### src/rtl/fetch_redirect_ctrl_pkg.sv
// Shared types and constants for the fetch redirect sequencer.
package fetch_ctrl_pkg;

    // Sequencer states: normal streaming, redirect strobe, waiting for refill
    typedef enum logic [1:0] {
        ST_RUN      = 2'd0,
        ST_REDIRECT = 2'd1,
        ST_REFILL   = 2'd2
    } fetch_state_e;

    // Redirect source; numeric order is the arbitration priority
    typedef enum logic [1:0] {
        SRC_NONE = 2'd0,
        SRC_JMP  = 2'd1,
        SRC_BR   = 2'd2,
        SRC_TRAP = 2'd3
    } redirect_src_e;

    localparam int unsigned REDIRECT_CNT_W = 16;
    localparam int unsigned RETRY_CNT_W    = 8;
    localparam int unsigned REFILL_CNT_W   = 8;

endpackage

### src/rtl/fetch_redirect_ctrl_if.sv
// Request / fetch / decode signal bundle for fetch_redirect_ctrl.
// The slave modport is the sequencer's view; master is the surrounding pipeline.
interface fetch_redirect_ctrl_if #(
    parameter int unsigned ADDRESS_WIDTH = 32
);
    import fetch_ctrl_pkg::*;

    logic                      trap_valid;
    logic [ADDRESS_WIDTH-1:0]  trap_addr;
    logic                      br_valid;
    logic [ADDRESS_WIDTH-1:0]  br_addr;
    logic                      jmp_valid;
    logic [ADDRESS_WIDTH-1:0]  jmp_addr;
    logic                      dec_ready;
    logic                      fetch_empty;
    logic                      jump_branch_valid;
    logic [ADDRESS_WIDTH-1:0]  jump_branch_address;
    logic                      Read_enable;
    logic                      inst_valid;
    logic                      flush_out;
    logic                      busy;
    logic [REDIRECT_CNT_W-1:0] redirect_count;
    logic [RETRY_CNT_W-1:0]    retry_count;

    modport slave (
        input  trap_valid, trap_addr, br_valid, br_addr, jmp_valid, jmp_addr,
        input  dec_ready, fetch_empty,
        output jump_branch_valid, jump_branch_address, Read_enable, inst_valid,
        output flush_out, busy, redirect_count, retry_count
    );

    modport master (
        output trap_valid, trap_addr, br_valid, br_addr, jmp_valid, jmp_addr,
        output dec_ready, fetch_empty,
        input  jump_branch_valid, jump_branch_address, Read_enable, inst_valid,
        input  flush_out, busy, redirect_count, retry_count
    );

endinterface

### src/rtl/fetch_redirect_ctrl_arbiter.sv
// Fixed-priority (trap > branch > jump) redirect request encoder.
module redirect_arbiter
    import fetch_ctrl_pkg::*;
#(
    parameter int unsigned ADDRESS_WIDTH = 32
) (
    input  logic                     i_trap_valid,
    input  logic [ADDRESS_WIDTH-1:0] i_trap_addr,
    input  logic                     i_br_valid,
    input  logic [ADDRESS_WIDTH-1:0] i_br_addr,
    input  logic                     i_jmp_valid,
    input  logic [ADDRESS_WIDTH-1:0] i_jmp_addr,
    output logic                     o_any_valid,
    output redirect_src_e            o_source,
    output logic [ADDRESS_WIDTH-1:0] o_addr
);

    // Pick the highest-priority active request and its target
    always_comb begin
        o_any_valid = 1'b0;
        o_source    = SRC_NONE;
        o_addr      = '0;
        if (i_trap_valid) begin
            o_any_valid = 1'b1;
            o_source    = SRC_TRAP;
            o_addr      = i_trap_addr;
        end else if (i_br_valid) begin
            o_any_valid = 1'b1;
            o_source    = SRC_BR;
            o_addr      = i_br_addr;
        end else if (i_jmp_valid) begin
            o_any_valid = 1'b1;
            o_source    = SRC_JMP;
            o_addr      = i_jmp_addr;
        end
    end

endmodule

### src/rtl/fetch_redirect_ctrl.sv
// Redirect and stall sequencer for the instruction fetch unit.
// Optional statistics counters enabled by defining FETCH_REDIRECT_STATS_EN;
// otherwise redirect_count/retry_count are tied to zero.
module fetch_redirect_ctrl
    import fetch_ctrl_pkg::*;
#(
    parameter int unsigned ADDRESS_WIDTH  = 32,
    parameter int unsigned REFILL_TIMEOUT = 16
) (
    input  logic                 clk,
    input  logic                 reset,
    fetch_redirect_ctrl_if.slave bus
);

    fetch_state_e              r_state;
    fetch_state_e              w_next_state;
    redirect_src_e             r_src;
    redirect_src_e             w_arb_src;
    logic [ADDRESS_WIDTH-1:0]  r_target;
    logic [ADDRESS_WIDTH-1:0]  w_arb_addr;
    logic                      w_arb_valid;
    logic                      w_accept;
    logic                      w_timeout;
    logic [REFILL_CNT_W-1:0]   r_refill_cnt;
    logic                      r_jb_valid;
    logic [ADDRESS_WIDTH-1:0]  r_jb_address;
    logic                      r_flush;
    logic                      r_busy;

    redirect_arbiter #(
        .ADDRESS_WIDTH(ADDRESS_WIDTH)
    ) u_arbiter (
        .i_trap_valid(bus.trap_valid),
        .i_trap_addr (bus.trap_addr),
        .i_br_valid  (bus.br_valid),
        .i_br_addr   (bus.br_addr),
        .i_jmp_valid (bus.jmp_valid),
        .i_jmp_addr  (bus.jmp_addr),
        .o_any_valid (w_arb_valid),
        .o_source    (w_arb_src),
        .o_addr      (w_arb_addr)
    );

    // Request acceptance and refill timeout detection
    always_comb begin
        w_accept  = w_arb_valid && ((r_state == ST_RUN) || (w_arb_src >= r_src));
        w_timeout = (r_state == ST_REFILL) && bus.fetch_empty &&
                    (r_refill_cnt == REFILL_CNT_W'(REFILL_TIMEOUT));
    end

    // Next-state logic; an accepted request always restarts the redirect
    always_comb begin
        w_next_state = r_state;
        if (w_accept) begin
            w_next_state = ST_REDIRECT;
        end else begin
            case (r_state)
                ST_RUN:      w_next_state = ST_RUN;
                ST_REDIRECT: w_next_state = ST_REFILL;
                ST_REFILL: begin
                    if (!bus.fetch_empty) begin
                        w_next_state = ST_RUN;
                    end else if (w_timeout) begin
                        w_next_state = ST_REDIRECT;
                    end
                end
                default:     w_next_state = ST_RUN;
            endcase
        end
    end

    // State, latched redirect, refill counter and registered outputs
    always_ff @(posedge clk) begin
        if (reset) begin
            r_state      <= ST_RUN;
            r_src        <= SRC_NONE;
            r_target     <= '0;
            r_refill_cnt <= '0;
            r_jb_valid   <= 1'b0;
            r_jb_address <= '0;
            r_flush      <= 1'b0;
            r_busy       <= 1'b0;
        end else begin
            r_state <= w_next_state;
            if (w_accept) begin
                r_src    <= w_arb_src;
                r_target <= w_arb_addr;
            end
            if (r_state == ST_REDIRECT) begin
                r_refill_cnt <= '0;
            end else if (r_state == ST_REFILL) begin
                r_refill_cnt <= r_refill_cnt + 1'b1;
            end
            // Outputs are registered from next-state so they align with the state they describe
            r_jb_valid   <= (w_next_state == ST_REDIRECT);
            r_flush      <= (w_next_state == ST_REDIRECT);
            r_busy       <= (w_next_state != ST_RUN);
            r_jb_address <= w_accept ? w_arb_addr : r_target;
        end
    end

    assign bus.jump_branch_valid   = r_jb_valid;
    assign bus.jump_branch_address = r_jb_address;
    assign bus.flush_out           = r_flush;
    assign bus.busy                = r_busy;
    assign bus.Read_enable         = (r_state == ST_RUN) && bus.dec_ready && !bus.fetch_empty;
    assign bus.inst_valid          = (r_state == ST_RUN) && bus.dec_ready && !bus.fetch_empty;

`ifdef FETCH_REDIRECT_STATS_EN
    logic [REDIRECT_CNT_W-1:0] r_redirect_count;
    logic [RETRY_CNT_W-1:0]    r_retry_count;

    // Saturating statistics; a retry only counts when no new request overrides it
    always_ff @(posedge clk) begin
        if (reset) begin
            r_redirect_count <= '0;
            r_retry_count    <= '0;
        end else begin
            if (w_accept && (r_redirect_count != '1)) begin
                r_redirect_count <= r_redirect_count + 1'b1;
            end
            if (w_timeout && !w_accept && (r_retry_count != '1)) begin
                r_retry_count <= r_retry_count + 1'b1;
            end
        end
    end

    assign bus.redirect_count = r_redirect_count;
    assign bus.retry_count    = r_retry_count;
`else
    assign bus.redirect_count = '0;
    assign bus.retry_count    = '0;
`endif

endmodule

### src/flat_wrapper.sv
// flat-port wrapper written by rule: the top's interface ports become plain ports
module fetch_redirect_ctrl_flat import fetch_ctrl_pkg::*;
#(
    parameter int unsigned ADDRESS_WIDTH  = 32,
    parameter int unsigned REFILL_TIMEOUT = 16
)
  (clk, reset, bus_trap_valid, bus_trap_addr, bus_br_valid, bus_br_addr, bus_jmp_valid, bus_jmp_addr, bus_dec_ready, bus_fetch_empty, bus_jump_branch_valid, bus_jump_branch_address, bus_Read_enable, bus_inst_valid, bus_flush_out, bus_busy, bus_redirect_count, bus_retry_count);
  fetch_redirect_ctrl_if #(.ADDRESS_WIDTH(ADDRESS_WIDTH)) bus_i ();
  input  logic clk;
  input  logic reset;
  input wire logic [$bits(bus_i.trap_valid)-1:0] bus_trap_valid;
  input wire logic [$bits(bus_i.trap_addr)-1:0] bus_trap_addr;
  input wire logic [$bits(bus_i.br_valid)-1:0] bus_br_valid;
  input wire logic [$bits(bus_i.br_addr)-1:0] bus_br_addr;
  input wire logic [$bits(bus_i.jmp_valid)-1:0] bus_jmp_valid;
  input wire logic [$bits(bus_i.jmp_addr)-1:0] bus_jmp_addr;
  input wire logic [$bits(bus_i.dec_ready)-1:0] bus_dec_ready;
  input wire logic [$bits(bus_i.fetch_empty)-1:0] bus_fetch_empty;
  output wire logic [$bits(bus_i.jump_branch_valid)-1:0] bus_jump_branch_valid;
  output wire logic [$bits(bus_i.jump_branch_address)-1:0] bus_jump_branch_address;
  output wire logic [$bits(bus_i.Read_enable)-1:0] bus_Read_enable;
  output wire logic [$bits(bus_i.inst_valid)-1:0] bus_inst_valid;
  output wire logic [$bits(bus_i.flush_out)-1:0] bus_flush_out;
  output wire logic [$bits(bus_i.busy)-1:0] bus_busy;
  output wire logic [$bits(bus_i.redirect_count)-1:0] bus_redirect_count;
  output wire logic [$bits(bus_i.retry_count)-1:0] bus_retry_count;
  assign bus_i.trap_valid = bus_trap_valid;
  assign bus_i.trap_addr = bus_trap_addr;
  assign bus_i.br_valid = bus_br_valid;
  assign bus_i.br_addr = bus_br_addr;
  assign bus_i.jmp_valid = bus_jmp_valid;
  assign bus_i.jmp_addr = bus_jmp_addr;
  assign bus_i.dec_ready = bus_dec_ready;
  assign bus_i.fetch_empty = bus_fetch_empty;
  assign bus_jump_branch_valid = bus_i.jump_branch_valid;
  assign bus_jump_branch_address = bus_i.jump_branch_address;
  assign bus_Read_enable = bus_i.Read_enable;
  assign bus_inst_valid = bus_i.inst_valid;
  assign bus_flush_out = bus_i.flush_out;
  assign bus_busy = bus_i.busy;
  assign bus_redirect_count = bus_i.redirect_count;
  assign bus_retry_count = bus_i.retry_count;
  fetch_redirect_ctrl #(.ADDRESS_WIDTH(ADDRESS_WIDTH), .REFILL_TIMEOUT(REFILL_TIMEOUT)) u_core (.clk(clk), .reset(reset), .bus(bus_i));
endmodule
### config.mk
export PLATFORM = sky130hd
export DESIGN_NAME = fetch_redirect_ctrl_flat
export DESIGN_NICKNAME = d
export VERILOG_FILES = /design/src/rtl/fetch_redirect_ctrl_pkg.sv /design/src/rtl/fetch_redirect_ctrl_if.sv /design/src/rtl/fetch_redirect_ctrl_arbiter.sv /design/src/rtl/fetch_redirect_ctrl.sv /design/src/flat_wrapper.sv
export SDC_FILE = /design/constraint.sdc
export NUM_CORES = 1
export LEC_CHECK = 0
export CAP_MARGIN = 20
export CORE_ASPECT_RATIO = 0.8
export CORE_MARGIN = 4
export CORE_UTILIZATION = 40
export DETAILED_ROUTE_END_ITERATION = 8
export PLACE_DENSITY = 0.89
export SLEW_MARGIN = 25
export SYNTH_ARGS = -nofsm -noshare
export SYNTH_HDL_FRONTEND = slang
export SYNTH_SLANG_ARGS = --single-unit
### constraint.sdc
create_clock -name clk -period 6.51 [get_ports clk]
set_clock_uncertainty 0.15 [all_clocks]
set_input_delay 1.302 -clock clk [delete_from_list [all_inputs] [get_ports clk]]
set_output_delay 1.302 -clock clk [all_outputs]
set_load 0.01 [all_outputs]
Figure 1. Wiring by layer.
Only two layers are drawn.
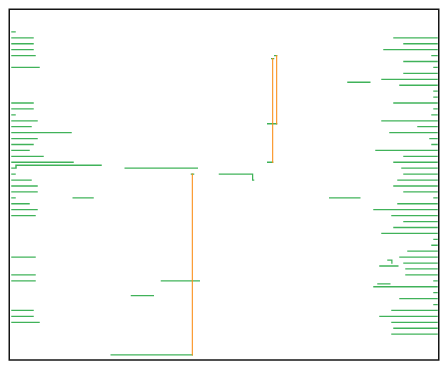
| layer | color | wire length |
|---|---|---|
| M4 | orange | 80.9 µm |
| M3 | green | 636 µm |
via count: 2531
Routed WL: 7.33 mm

Figure 2. Signal wires on met2.
The bar under the picture is 20 µm long.
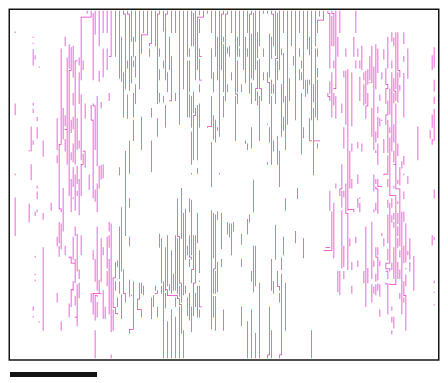
longest straight run: 32.3 µm
wire length on this layer: 3590 µm
main direction: vertical
share of all routed wire: 49%
nets with wire on the layer: 447
met2 Resource Use GR: 31.0%

==> flow_metrics.tcl <==
# collected from the flow reports
set metrics [dict create \
    dr.pass1.iters 4 \
    required_ns 6.59 \
    synth_top_area_share_pct 35.4 \
    synthCells 295 \
    drv_cap 0 \
    cts_root_buf "clkbuf_8" \
    cts_resized 0 \
    min_period_ns 4.35 \
    syn_avg_cell_area_um2 8.83 \
    synthDistinctLibCells 43 \
    cp.arrival_ns 4.43 \
    insertion_delay_ns 0.29 \
    nets 528 \
    ys_cells 295 \
    numCtsBuffers 5 \
    status "completed" \
    syn_area_um2 2600 \
    fp.dieW_um 98.2 \
    finalCoreUtilization_pct 62.3 \
    area_growth_pct 51.8 \
    yosys_warnings 0 \
    hp-class "reg2reg" \
    first_iter_violations 71 \
    endpoint_kind "register" \
    grt_max_degree 70 \
    fp_util_pct 41.0 \
    cts_tree "done" \
    grt_pass1_vias 2415 \
    max_slew_margin_pct 43.8 \
    drive_gt1_share_pct 6.44 \
    path_class "in2reg" \
    setup_violations 0 \
    use_met3_pct 4.95 \
    warning_count 29 \
    drc_errors 0 \
    ant_nets 0 \
    post_drt_wl_per_cell_um 14.6 \
    fin_crit_sh_pct 66.8 \
    place_congestion 0.845 \
    fmax_ghz 0.230 \
    clockBufferDepth 2 \
    use_met1_pct 20.7 \
    synth_area_leader_cell "dfxtp_1" \
    worst_pin_slew_ns 0.842 \
    hpwl_mm 5.59 \
    diodes 0 \
    rows 26 \
    final-hold-violation-count 0 \
    track_usage_pct 17.5 \
    final.setup.tns_ns 0 \
    fillers 543 \
    synth.yosys.seq_area_share_pct 35.4 \
    viasPerCell 5.03 \
    synth_chip_area_um2 2600 \
    antenna_found_initial 0 \
    ctsHoldBuffers 0 \
    chipArea_um2 7870 \
    ys_ff 46 \
    final_max_slew_viol_count 0 \
    startpoint_type "input port" \
    fin_hold_ws_ns 0.336 \
    overflow 0 \
    htree_num_levels 2 \
    die-height_um 80.2 \
    path_clk_slew_ns 0.09 \
    grt_first_pass_wirelength_mm 11.4 \
    edf_count 0 \
    critPathMaxFanout 33 \
    power.density_nw_per_um2 176 \
    synth-main-ff-cell "dfxtp_1" \
    busiest_layer "met2" \
    core_area_um2 6340 \
    synthTopCellsByArea "dfxtp_1 35%, a22o_1 10%, a22oi_1 9.2%, buf_4 8.6%, o21ai_0 6.0%" \
    cts_setup_buffers 0 \
    numClockSinks 46 \
    synth-async-reset-ratio_pct 0 \
    p_leak_nw 1.54 \
    rsz0062_at_grt "false" \
    ir_drop_mv 0.0941 \
]
Figure 3. Wires at chosen ports, followed through buffers.
The bar under the picture is 20 µm long.
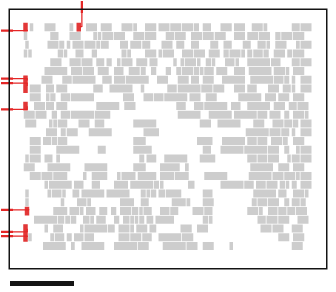
| port | color | direction | end cells | buffers | wire |
|---|---|---|---|---|---|
| bus_retry_count | red | output | 8 | 0 | 43.2 µm |
Port Buf Inserts: 139
IO Count: 164

## area by class of cell
class | instances | area, µm² | share of cell area (%)
clock buffer | 5 | 68.8 | 1.74
sequential | 46 | 921 | 23.3
tap | 84 | 105 | 2.66
inverter | 6 | 22.5 | 0.570
clock inverter | 3 | 23.8 | 0.601
multi-input combinational | 216 | 1390 | 35.0
timing repair buffer | 143 | 1430 | 36.1
## worst paths after layout
path / start / depth (start not counted) / end / slack, ns
setup reg to reg: u_core.r_src[0] / 5 / u_core.r_target[9] / 4.24
setup / recovery: bus_br_valid / 9 / u_core.r_target[9] / 2.16
hold / removal: u_core.r_target[12] / 1 / u_core.r_target[12] / 0.34
hold reg to reg: u_core.r_target[12] / 1 / u_core.r_target[12] / 0.34
## synth_stat cells (all sizes together) (2+ instances only)
| cell type | count |
|---|---|
| nand3 | 4 |
| nor2 | 10 |
| xor2 | 6 |
| nor3 | 3 |
| a21oi | 6 |
| ha | 7 |
| a22oi | 32 |
| dfxtp | 46 |
| buf | 41 |
| nand2 | 36 |
| nor4b | 2 |
| or2 | 3 |
| o21ai | 32 |
| nand2b | 2 |
| nor3b | 2 |
| clkbuf | 9 |
| a22o | 32 |
| nand4 | 2 |
| nor2b | 2 |
| inv | 6 |
## placed cells by master, fill, tap and decap left out, types with 3 or more instances in the layout
cell,instances
nor2_1,10
a22oi_1,32
clkdlybuf4s50_1,138
clkbuf_8,5
buf_4,3
nand3_1,4
or2_2,3
ha_1,7
inv_1,5
o21ai_0,31
nand2_1,36
a22o_1,30
conb_1,24
dfxtp_1,46
a21oi_1,5
xor2_1,6
## stage by stage
stage               area, µm²  worst slack [ns]  instances  power, mW
finish                   3950              2.16        503      0.698
global route             3950              1.94        503      0.736
CTS                      3930              2.10        501      0.704
detailed placement       3830              1.81        493      0.526
global placement         3830              1.90        493      0.521
floorplan                2690              3.20        318      0.426
## routing by layer
| layer | up-vias | share of wire (%) |
|---|---|---|
| li1 | 1259 | - |
| met1 | 1157 | 41 |
| met2 | 109 | 49 |
| met3 | 6 | 8.7 |
| met4 | 0 | 1.1 |
| met5 | - | 0 |
## power breakdown
part           internal (mW)  switching, mW  leakage (nW)
Clock                 0.0768         0.0990        0.0408
Combinational          0.123         0.0854          1.12
Sequential             0.302         0.0106         0.379
## logic make-up after synthesis
logic type      count (synthesis)  share of synthesized area (%)
compound gates                108                           30.2
simple gates                   69                           13.1
buf+inv                        56                           15.1
flops                          46                           35.4
fa+ha+maj                       7                           3.36
xor+xnor                        7                           2.35
other cells                     1                          0.144
mux                             1                          0.384
## flip-flops by register name, summed over array words and instances, names as in the netlist
| signal | count |
|---|---|
| u_core.bus.busy | 1 |
| u_core.bus.jump_branch_valid | 1 |
| u_core.r_refill_cnt | 8 |
| u_core.r_src | 2 |
| u_core.r_state | 2 |
| u_core.r_target | 32 |
## critical path, cell delays in order
cell,delay [ns]
clkdlybuf4s50_1,0.73
nor2b_2,0.21
buf_4,0.33
nor2_1,0.08
ha_1,0.31
nand2b_4,0.15
a211o_4,0.36
a21oi_4,0.68
a22o_1,0.27
Power and IR drop assume default switching activity.
